File: config.mk
export PLATFORM = sky130hd
export DESIGN_NAME = theta_col_parity_unit
export DESIGN_NICKNAME = d
export VERILOG_FILES = /design/src/rtl/theta_col_parity_unit.sv
export SDC_FILE = /design/constraint.sdc
export NUM_CORES = 2
export LEC_CHECK = 0
export CORE_MARGIN = 4
export CORE_UTILIZATION = 45
export DETAILED_ROUTE_END_ITERATION = 12
export PLACE_DENSITY_LB_ADDON = 0.08
export SLEW_MARGIN = 0
export SYNTH_ARGS = -nofsm -noshare
export SYNTH_HDL_FRONTEND = slang
export SYNTH_SLANG_ARGS = --single-unit
File: constraint.sdc
create_clock -name clk -period 22.8 [get_ports clk]
set_input_delay 4.56 -clock clk [delete_from_list [all_inputs] [get_ports clk]]
set_output_delay 4.56 -clock clk [all_outputs]
set_load 0.01 [all_outputs]
File: src/rtl/theta_col_parity_unit.sv
// ---------------------------------------------------------------------------
// theta_col_parity_unit
//
// Column-parity (theta) step over a 5x5 lane state held in a single-port,
// 1-cycle-latency state memory. Responds to the encoder controller's
// start/ready handshake.
//
// Sequence: LOAD streams all 25 lanes and folds each lane into its column
// parity C[x]. DRAIN absorbs the last read, which is still in flight. CALC
// forms D[x] = C[x-1] ^ ROL1(C[x+1]), with indices taken mod 5. UPD_RD and
// UPD_WR then read-modify-write every lane with lane ^ D[x].
//
// Ports
//   clk        rising-edge clock
//   rst        asynchronous active-high reset; aborts any op in flight
//   start      start request, level-sampled while idle
//   ready      1 = idle/done, 0 = busy
//   mem_addr   lane address, 5*y + x
//   mem_rd_en  read strobe; mem_rdata is valid the following cycle
//   mem_rdata  read data from the state memory
//   mem_wr_en  write strobe
//   mem_wdata  write data; 0 whenever mem_wr_en = 0
//   state      current FSM state, for debug/trace
// ---------------------------------------------------------------------------
module theta_col_parity_unit #(
  parameter int LANE_W = 64,
  parameter int ADDR_W = 5
) (
  input  logic              clk,
  input  logic              rst,
  input  logic              start,
  output logic              ready,
  output logic [ADDR_W-1:0] mem_addr,
  output logic              mem_rd_en,
  input  logic [LANE_W-1:0] mem_rdata,
  output logic              mem_wr_en,
  output logic [LANE_W-1:0] mem_wdata,
  output logic [2:0]        state
);

  typedef enum logic [2:0] {
    S_IDLE   = 3'd0,
    S_LOAD   = 3'd1,
    S_DRAIN  = 3'd2,
    S_CALC   = 3'd3,
    S_UPD_RD = 3'd4,
    S_UPD_WR = 3'd5
  } state_e;

  state_e            state_q, state_d;
  logic [2:0]        x_q, x_d;
  logic [2:0]        y_q, y_d;
  logic [LANE_W-1:0] c_q [5];
  logic [LANE_W-1:0] d_q [5];
  // The read issued in LOAD returns one cycle later. These registers carry
  // that read's column index and validity so the fold lands in the right C[x].
  logic              ld_vld_q;
  logic [2:0]        ld_x_q;

  logic              last_lane;
  int                lane_idx;

  function automatic logic [LANE_W-1:0] rol1(input logic [LANE_W-1:0] v);
    return {v[LANE_W-2:0], v[LANE_W-1]};
  endfunction

  assign last_lane = (x_q == 3'd4) && (y_q == 3'd4);

  // Next-state and counter logic.
  // NOTE: every signal written in an always_comb is given a default first,
  // so no path can leave it unassigned and infer a latch.
  always_comb begin
    state_d = state_q;
    x_d     = x_q;
    y_d     = y_q;
    unique case (state_q)
      S_IDLE: begin
        if (start) begin
          state_d = S_LOAD;
          x_d     = 3'd0;
          y_d     = 3'd0;
        end
      end
      S_LOAD, S_UPD_WR: begin
        // Raster order: x is the fast index, and the counters wrap to 0
        // after lane 24.
        if (x_q == 3'd4) begin
          x_d = 3'd0;
          y_d = (y_q == 3'd4) ? 3'd0 : y_q + 3'd1;
        end else begin
          x_d = x_q + 3'd1;
        end
        if (last_lane) state_d = (state_q == S_LOAD) ? S_DRAIN : S_IDLE;
        else if (state_q == S_UPD_WR) state_d = S_UPD_RD;
      end
      S_DRAIN:  state_d = S_CALC;
      S_CALC: begin
        state_d = S_UPD_RD;
        x_d     = 3'd0;
        y_d     = 3'd0;
      end
      S_UPD_RD: state_d = S_UPD_WR;
      default:  state_d = S_IDLE;
    endcase
  end

  // NOTE: sequential state uses non-blocking assignments only. Every
  // register then samples pre-edge values, whatever the order of the
  // statements.
  always_ff @(posedge clk or posedge rst) begin
    if (rst) begin
      state_q <= S_IDLE;
      x_q     <= 3'd0;
      y_q     <= 3'd0;
    end else begin
      state_q <= state_d;
      x_q     <= x_d;
      y_q     <= y_d;
    end
  end

  // Parity and mask storage.
  // NOTE: the small C/D register arrays are reset explicitly, because the
  // reset state is defined as all-zero. Large RAMs would not be reset.
  always_ff @(posedge clk or posedge rst) begin
    if (rst) begin
      ld_vld_q <= 1'b0;
      ld_x_q   <= 3'd0;
      for (int i = 0; i < 5; i++) begin
        c_q[i] <= '0;
        d_q[i] <= '0;
      end
    end else begin
      ld_vld_q <= (state_q == S_LOAD);
      ld_x_q   <= x_q;
      if (state_q == S_IDLE && start) begin
        for (int i = 0; i < 5; i++) c_q[i] <= '0;
      end else if (ld_vld_q) begin
        c_q[ld_x_q] <= c_q[ld_x_q] ^ mem_rdata;
      end
      if (state_q == S_CALC) begin
        for (int i = 0; i < 5; i++) d_q[i] <= c_q[(i + 4) % 5] ^ rol1(c_q[(i + 1) % 5]);
      end
    end
  end

  // Moore outputs. Only mem_wdata looks at mem_rdata, and it does so only
  // in UPD_WR, where the read issued in UPD_RD has returned.
  always_comb begin
    lane_idx  = 5 * int'(y_q) + int'(x_q);
    mem_addr  = ADDR_W'(lane_idx);
    ready     = (state_q == S_IDLE);
    mem_rd_en = (state_q == S_LOAD) || (state_q == S_UPD_RD);
    mem_wr_en = (state_q == S_UPD_WR);
    mem_wdata = mem_wr_en ? (mem_rdata ^ d_q[x_q]) : '0;
    state     = state_q;
  end

endmodule

==> qor.yml <==
outcome: "completed"
timing.critical_path.required_ns: 18.24
finalSetupViolations: 0
sequentialPower_w: 0.00200
dpl_cell_area_sq_um: 36700
comb_share_pct: 43.8
tritoncts: "built"
yosys-dominant-comb-family: "AND-OR/OR-AND gates"
cts_max_level: 3
areaGrowthSynthToFinish_pct: 12.6
dp_hpwl_um: 63200
ys_cells: 3070
power.switching_fraction_pct: 41.0
internal_power_w: 0.00318
initial_cell_density_of_the_core_pct: 45.6
dr.first_iter.drc_count: 1708
ys_top_cells_by_area: "sky130_fd_sc_hd__dfrtp_1 (47%), sky130_fd_sc_hd__xnor2_1 (8.7%), sky130_fd_sc_hd__a22o_1 (8.1%)"
insertion_delay_ns: 0.61
cellPowerDensity_nw_per_um2: 138
holdBufCountCts: 0
cp_max_fo: 3
synth-edff-count: 0
num_antenna_cells: 1
met2_usage_pct: 42.7
grt_pass1_wl_um: 165000
cts_root_buf: "sky130_fd_sc_hd__clkbuf_16"
ys_seq_share_pct: 47.1
synth.yosys.chip_area_sq_um: 34700
detail-route-antenna-nets: 0
share_clk_of_total_power_pct: 22.0
synth.top_cell.area_share_pct: 47.1
finalClockSkew_ns: 0.0198
reg_top3: "c_q: 320 flops, d_q: 320 flops"
ys_top_cells_by_count: "sky130_fd_sc_hd__dfrtp_1 (653), sky130_fd_sc_hd__xnor2_1 (346), sky130_fd_sc_hd__nand2_1 (330), sky130_fd_sc_hd__o21ai_0 (326), sky130_fd_sc_hd__a22o_1 (321)"
final_min_period_over_clock_period_pct: 46.8
postLayoutCellArea_sq_um: 39100
floorplan.nets: 3150
met1_length_um: 46900
power_clock_w: 0.00118
groute.usage.overall_pct: 26.0
groute.layer.met1.usage_pct: 35.9
grt_pass1_vias: 25900
final-comb-area_sq_um: 17100
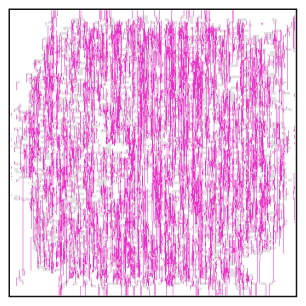
Figure 1: signal wires on met2.
Scale: 1 px per um. Cells faint in the background.
2562 nets have wire on it. The layer holds 48% of the routed length. The longest straight run is 131 um. The wires run mostly vertical.

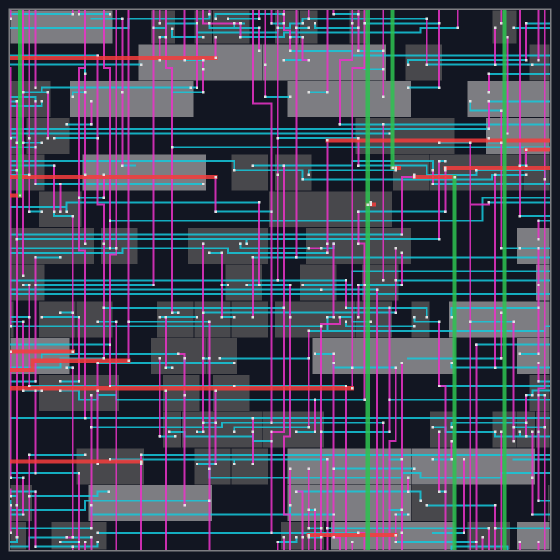
Figure 2: zoomed window.
Region (123, 123) to (163, 163) um. Cells in gray, sequential cells in the stronger gray; small squares are vias.
metal 3: in red. metal 1: in cyan. metal 4: in green. metal 2: in magenta.
Netlist names of flops here include c_q (7), d_q (7). Most frequent: buf_4 (17), dfrtp_1 (14), o21ai_0 (7). Sequential cells in the window: 15. 70 logic cells have their middle in the window.

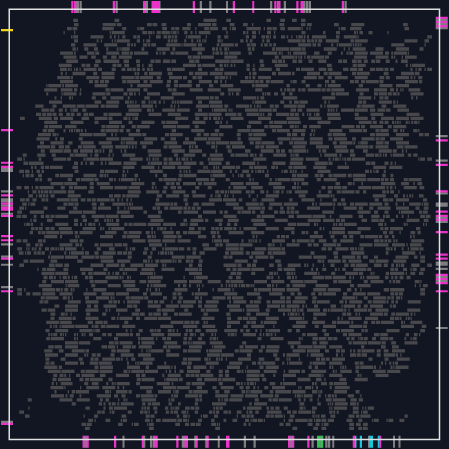
Figure 3: ports around the boundary.
Scale: 1.5 px per um. Pins as bars across the die edge, other pins in gray.
mem_rdata: in magenta, pins 64, direction input, edge 18 south, 17 north, 16 east, 13 west. clk: in yellow, pins 1, direction input, edge west. mem_addr: in cyan, pins 5, direction output, edge south. state: in green, pins 3, direction output, edge south.
All pins by edge: 49 south, 35 north, 32 east, 26 west.

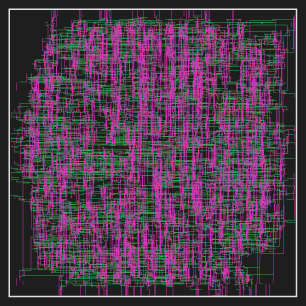
Figure 4: signal wires by layer.
Scale: 1 px per um. Two of the layers only.
metal 1: in green, wire length 46.9 mm. metal 2: in magenta, wire length 51.0 mm.

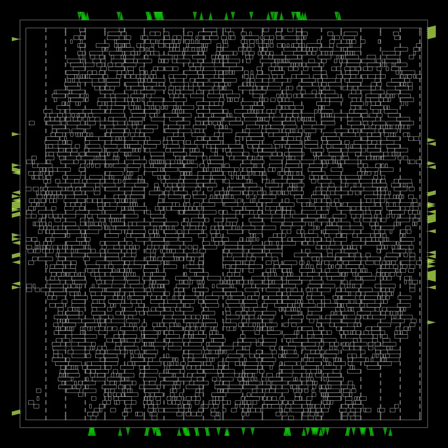
Figure 5: cell outlines without signal wires.
flip-flop and latch count: 653
Well-Tap Cells: 1030
count of placed standard cells in the final layout, fillers left out: 4166

